<file path="config.mk">
export PLATFORM = sky130hd
export DESIGN_NAME = onehot_to_binary_enc_flat
export DESIGN_NICKNAME = d
export VERILOG_FILES = /design/src/rtl/onehot_to_binary_enc_if.sv /design/src/rtl/onehot_to_binary_enc.sv /design/src/flat_wrapper.sv
export SDC_FILE = /design/constraint.sdc
export NUM_CORES = 1
export LEC_CHECK = 0
export CAP_MARGIN = 10
export CORE_MARGIN = 4
export CORE_UTILIZATION = 47
export CTS_CLUSTER_DIAMETER = 40
export DETAILED_ROUTE_END_ITERATION = 10
export PLACE_DENSITY = 0.83
export SLEW_MARGIN = 20
export SYNTH_ARGS = -nofsm -noshare
export SYNTH_HDL_FRONTEND = slang
export SYNTH_SLANG_ARGS = --single-unit
export TNS_END_PERCENT = 5
</file>
<file path="constraint.sdc">
create_clock -name clk -period 3.75 [get_ports clk]
set_input_delay 0.75 -clock clk [delete_from_list [all_inputs] [get_ports clk]]
set_output_delay 0.75 -clock clk [all_outputs]
set_load 0.05 [all_outputs]
</file>
<file path="src/rtl/onehot_to_binary_enc_if.sv">
// Handshake bundle for onehot_to_binary_enc: one-hot input stream, encoded
// output stream and the error-counter control/status pair.
interface onehot_to_binary_enc_if #(
   parameter int WID         = 4,
   parameter int ONEHOT_WID  = 16,
   parameter int ERR_CNT_WID = 8
);
   logic                   in_valid;
   logic                   in_ready;
   logic [ONEHOT_WID-1:0]  in_onehot;
   logic                   out_valid;
   logic                   out_ready;
   logic [WID-1:0]         out_bin;
   logic                   out_err;
   logic                   err_clr;
   logic [ERR_CNT_WID-1:0] err_cnt;

   modport master (
      output in_valid, in_onehot, out_ready, err_clr,
      input  in_ready, out_valid, out_bin, out_err, err_cnt
   );

   modport slave (
      input  in_valid, in_onehot, out_ready, err_clr,
      output in_ready, out_valid, out_bin, out_err, err_cnt
   );
endinterface

</file>
<file path="src/rtl/onehot_to_binary_enc.sv">
// Two-stage registered one-hot to binary encoder with zero/multi-hot
// detection and a saturating count of erroneous words delivered.
module onehot_to_binary_enc #(
   parameter int WID         = 4,
   parameter int ONEHOT_WID  = 16,
   parameter int ERR_CNT_WID = 8
) (
   input logic                   clk,
   input logic                   rst_n,
   onehot_to_binary_enc_if.slave bus
);

   logic                   rdy_en;
   logic                   vld_p1;
   logic [ONEHOT_WID-1:0]  onehot_p1;
   logic                   vld_p2;
   logic [WID-1:0]         bin_p2;
   logic                   err_p2;
   logic [ERR_CNT_WID-1:0] err_cnt_q;

   logic                   s1_load;
   logic                   s2_load;
   logic                   in_xfer;
   logic                   out_xfer;
   logic [WID-1:0]         enc_bin;
   logic                   enc_err;

   // Lowest set bit wins, so multi-hot words still yield a usable index.
   function automatic logic [WID-1:0] lowest_set(input logic [ONEHOT_WID-1:0] v);
      logic [WID-1:0] idx;
      idx = '0;
      for (int i = ONEHOT_WID - 1; i >= 0; i--) begin
         if (v[i]) idx = WID'(i);
      end
      return idx;
   endfunction

   function automatic logic not_onehot(input logic [ONEHOT_WID-1:0] v);
      return ($countones(v) != 1);
   endfunction

   function automatic logic [ERR_CNT_WID-1:0] sat_inc(input logic [ERR_CNT_WID-1:0] c);
      return (&c) ? c : c + ERR_CNT_WID'(1);
   endfunction

   assign s2_load  = ~vld_p2 | bus.out_ready;
   assign s1_load  = ~vld_p1 | s2_load;
   assign in_xfer  = bus.in_valid & bus.in_ready;
   assign out_xfer = vld_p2 & bus.out_ready;
   assign enc_bin  = lowest_set(onehot_p1);
   assign enc_err  = not_onehot(onehot_p1);

   // rdy_en keeps in_ready low during reset and until the first edge after it.
   always_ff @(posedge clk or negedge rst_n) begin
      if (!rst_n) begin
         rdy_en    <= 1'b0;
         vld_p1    <= 1'b0;
         vld_p2    <= 1'b0;
         bin_p2    <= '0;
         err_p2    <= 1'b0;
         err_cnt_q <= '0;
      end else begin
         rdy_en <= 1'b1;
         if (s1_load) vld_p1 <= in_xfer;
         // ---- p1 -> p2: encode and register the result ----
         if (s2_load) begin
            vld_p2 <= vld_p1;
            if (vld_p1) begin
               bin_p2 <= enc_bin;
               err_p2 <= enc_err;
            end
         end
         if (bus.err_clr)           err_cnt_q <= '0;
         else if (out_xfer && err_p2) err_cnt_q <= sat_inc(err_cnt_q);
      end
   end

   // ---- p0 -> p1: capture the raw word ----
   always_ff @(posedge clk) begin
      if (in_xfer) onehot_p1 <= bus.in_onehot;
   end

   assign bus.in_ready  = rdy_en & s1_load;
   assign bus.out_valid = vld_p2;
   assign bus.out_bin   = bin_p2;
   assign bus.out_err   = err_p2;
   assign bus.err_cnt   = err_cnt_q;

endmodule
</file>
<file path="src/flat_wrapper.sv">
// flat-port wrapper written by rule: the top's interface ports become plain ports
module onehot_to_binary_enc_flat 
#(
   parameter int WID         = 4,
   parameter int ONEHOT_WID  = 16,
   parameter int ERR_CNT_WID = 8
)
  (clk, rst_n, bus_in_valid, bus_in_onehot, bus_out_ready, bus_err_clr, bus_in_ready, bus_out_valid, bus_out_bin, bus_out_err, bus_err_cnt);
  onehot_to_binary_enc_if #(.WID(WID), .ONEHOT_WID(ONEHOT_WID), .ERR_CNT_WID(ERR_CNT_WID)) bus_i ();
  input logic clk;
  input logic rst_n;
  input wire logic [$bits(bus_i.in_valid)-1:0] bus_in_valid;
  input wire logic [$bits(bus_i.in_onehot)-1:0] bus_in_onehot;
  input wire logic [$bits(bus_i.out_ready)-1:0] bus_out_ready;
  input wire logic [$bits(bus_i.err_clr)-1:0] bus_err_clr;
  output wire logic [$bits(bus_i.in_ready)-1:0] bus_in_ready;
  output wire logic [$bits(bus_i.out_valid)-1:0] bus_out_valid;
  output wire logic [$bits(bus_i.out_bin)-1:0] bus_out_bin;
  output wire logic [$bits(bus_i.out_err)-1:0] bus_out_err;
  output wire logic [$bits(bus_i.err_cnt)-1:0] bus_err_cnt;
  assign bus_i.in_valid = bus_in_valid;
  assign bus_i.in_onehot = bus_in_onehot;
  assign bus_i.out_ready = bus_out_ready;
  assign bus_i.err_clr = bus_err_clr;
  assign bus_in_ready = bus_i.in_ready;
  assign bus_out_valid = bus_i.out_valid;
  assign bus_out_bin = bus_i.out_bin;
  assign bus_out_err = bus_i.out_err;
  assign bus_err_cnt = bus_i.err_cnt;
  onehot_to_binary_enc #(.WID(WID), .ONEHOT_WID(ONEHOT_WID), .ERR_CNT_WID(ERR_CNT_WID)) u_core (.clk(clk), .rst_n(rst_n), .bus(bus_i));
endmodule
</file>
### Gate families picked out

Scale: 4 px per um.
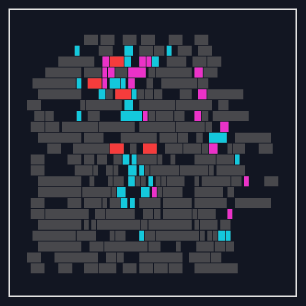
Key: multiplexers = red [cells 5, most used mux2i_1]; NAND gates = magenta [cells 17, most used nand2_1]; NOR gates = cyan [cells 28, most used nor2_1]

### Where the registers sit

Scale: 4 px per um.
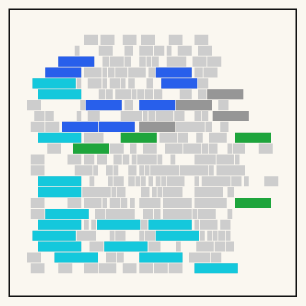
Key: u_core.bus.out_bin = green [sequential cells 4]; u_core.onehot_p1 = cyan [sequential cells 16]; u_core.bus.err_cnt = blue [sequential cells 8]
Another 4 sequential cells are not colored.

==> metrics.csv <==
stage,metric,value,unit
status,status,"complete, but fails checks",
status,failing checks,setup timing,
synthesis,syn nets,215,
pwr,P per Cell Area,419.3,nW/um^2
worst_setup_path,CP arrival,3.94,ns
synthesis,Syn Inst Count,167,
die,Vert. Die Dim,71.38,um
run,Log Warnings,30,
worst_hold_path,min-delay src,u_core.bus.out_bin[2]$_DFFE_PN0P_,
synthesis,"AND/OR/NAND/NOR Cells, Area Fraction",14.58,%
die,Die ar.,5095,um^2
worst_hold_path,hold depth,2,
pwr,Sw Ratio,33.48,%
worst_setup_path,Critical Path Start,u_core.onehot_p1[11]$_DFFE_PP_,
global_route,GRT overflow,0,
global_route,pin count of the biggest net entering global routing,18,
cells_and_area,Register Area,880.8,um^2
die,die width,71.38,um
synthesis,register area share after synthesis,46.65,%
synthesis,ys cells,167,
synthesis,synth unique cells,38,
worst_setup_path,crit-path cells,ha_2 -> inv_1 -> fa_2 -> inv_1 -> fa_1 -> fa_1 -> fa_1 -> ha_2 -> fa_1 -> nor4_2 -> a21oi_1,
synthesis,area share of xor/xnor cells in the synthesized design,0.4639,%
pwr,Reg power frac,40.4,%
global_route,M3 GR Usage,3.506,%
sta,cycle use final,100.8,%
run,number of max-cap violations,0,
global_route,met1 usage,21.14,%
cells_and_area,synthesis-to-finish area growth,30.55,%
worst_setup_path,WP data required,3.91,ns
sta,Slew HR,49.63,%
die,core area,3771,um^2
sta,final setup vio count,1,
worst_hold_path,HP Class,flop to flop,
synthesis,asr flop ratio synth,50.00,%
cells_and_area,clk tree area frac,3.299,%
cells_and_area,dominant class by area,multi-input combinational cells,
cells_and_area,NumNets Final,266,
clock_network,CTS max path bufs,2,
clock_network,Hold Buf Count CTS,0,
placement,dpl ws,-0.1241,ns
cells_and_area,"non-filler cells, final",267,
placement,Port Buf Inserts,35,
pwr,P_leak,1.070,nW
worst_setup_path,worst path buffer plus inverter count,2,
global_route,initial antenna violation count,0,
global_route,GR peak layer,met2,
global_route,first-pass GRT wire length,6610,um
worst_setup_path,reg2reg end,u_core.bus.out_err$_DFFE_PN0P_,
pwr,Int Pwr,687.5,uW
worst_setup_path,Critical Path Source Type,flop,
global_route,M2 GR Usage,27.14,%
sta,worst setup slack after layout,-0.02858,ns
synthesis,Dominant cell area share,25.45,%
routing,first drt pass iteration count,4,
synthesis,Multiplexer share,2.717,%
pwr,NetSw,346.0,uW
synthesis,ao+oa area frac,8.151,%
placement,placed cell count,258,
worst_setup_path,family with the most delay on the worst path,adder cells,
cells_and_area,CLK BUF,7,
sta,fin crit period,3.779,ns
routing,drt first-iter violations,72,
routing,top layer in use,met4,
worst_setup_path,CP Depth,11,
sta,hold_ws,0.4789,ns
synthesis,main flop type,edfxtp_1,
clock_network,CTS buffer count,5,
clock_network,Worst-path clk slew,0.06,ns
synthesis,Yosys warnings,0,
clock_network,postcts setup bufs,1,
cells_and_area,logic area,929.6,um^2
routing,met2 WL,1903,um
cells_and_area,Ant. Diodes,0,
clock_network,clk latency late pin,0.28,ns
routing,Vias,1380,
clock_network,Root Driver,clkbuf_8,
sta,max-slew violation count,0,
die,Pre-Place Util,50.07,%
die,tap cells,48,
placement,hpwl dp,2995,um
worst_hold_path,Hold Path End,u_core.bus.out_bin[2]$_DFFE_PN0P_,
sta,fmax,264.6,MHz
routing,wire length on met1,1701,um
worst_setup_path,R2R Path Start,u_core.onehot_p1[11]$_DFFE_PP_,
synthesis,Yosys top cell by instances,inv_1,
sta,RSZ-0062 raised after global routing,yes,
sta,Setup Skew,0.005285,ns
cells_and_area,Final Util,65.36,%
cells_and_area,Fillers,275,
synthesis,Netlist Area Pre-Place,1888,um^2
routing,met3 wire length,156,um
routing,DRC viols,0,
routing,Vias/cell,5.169,
cells_and_area,Final non-clock buffer share,17.16,%
synthesis,dominant kind of combinational cell,adder cells,
cells_and_area,"Inverters, non-clock",24,
sta,final hold violations,0,
worst_setup_path,"Slowest-stage cell, CP",fa_2,
clock_network,clock tree from TritonCTS,done,
pwr,P_seq,418,uW
worst_setup_path,Crit Path Max Fanout,2,
synthesis,average size of a mapped cell,11.31,um^2
clock_network,H-tree depth,2,
pwr,Clock Power,246,uW
cells_and_area,Top cells excl fill/tap,"34 x clkdlybuf4s50_1, 21 x inv_1, 16 x dfrtp_1, 16 x edfxtp_1",
cells_and_area,logic share of the area,37.72,%
sta,setup total negative slack,-0.02858,ns
sta,Slew @ Worst Pin,0.7555,ns
synthesis,Synth Area in Adders,22.27,%
die,# rows,22,
synthesis,Cell area leaders,"edfxtp_1 25%, dfrtp_1 21%, fa_1 12%, ha_1 11%, inv_1 4.8%",
synthesis,Post-synth EDFFs,16,
cells_and_area,flop count,32,
placement,gpl congestion,0.8383,
==> worst reg2reg max path: stages, from the launching register on <==
cell and delay [ns]:
edfxtp_1 0.40, ha_2 0.34, inv_1 0.06, fa_2 0.52, inv_1 0.05, fa_1 0.48
fa_1 0.43, fa_1 0.52, ha_2 0.19, fa_1 0.43, nor4_2 0.15, a21oi_1 0.10
==> per-stage QoR <==
step / instance area [um^2] / total power, mW
after detailed placement: 2360 / 0.7776
after floorplan: 1888 / 0.6577
after CTS: 2454 / 1.035
after global placement: 2360 / 0.7576
after global routing: 2465 / 1.112
final: 2465 / 1.034
==> registers in the layout, summed over array words and instances, names as in the netlist <==
signal and cells:
u_core.bus.err_cnt 8, u_core.bus.out_bin 4, u_core.bus.out_err 1, u_core.bus.out_valid 1, u_core.onehot_p1 16, u_core.rdy_en 1
u_core.vld_p1 1
Power is estimated from default activity; no workload was simulated.
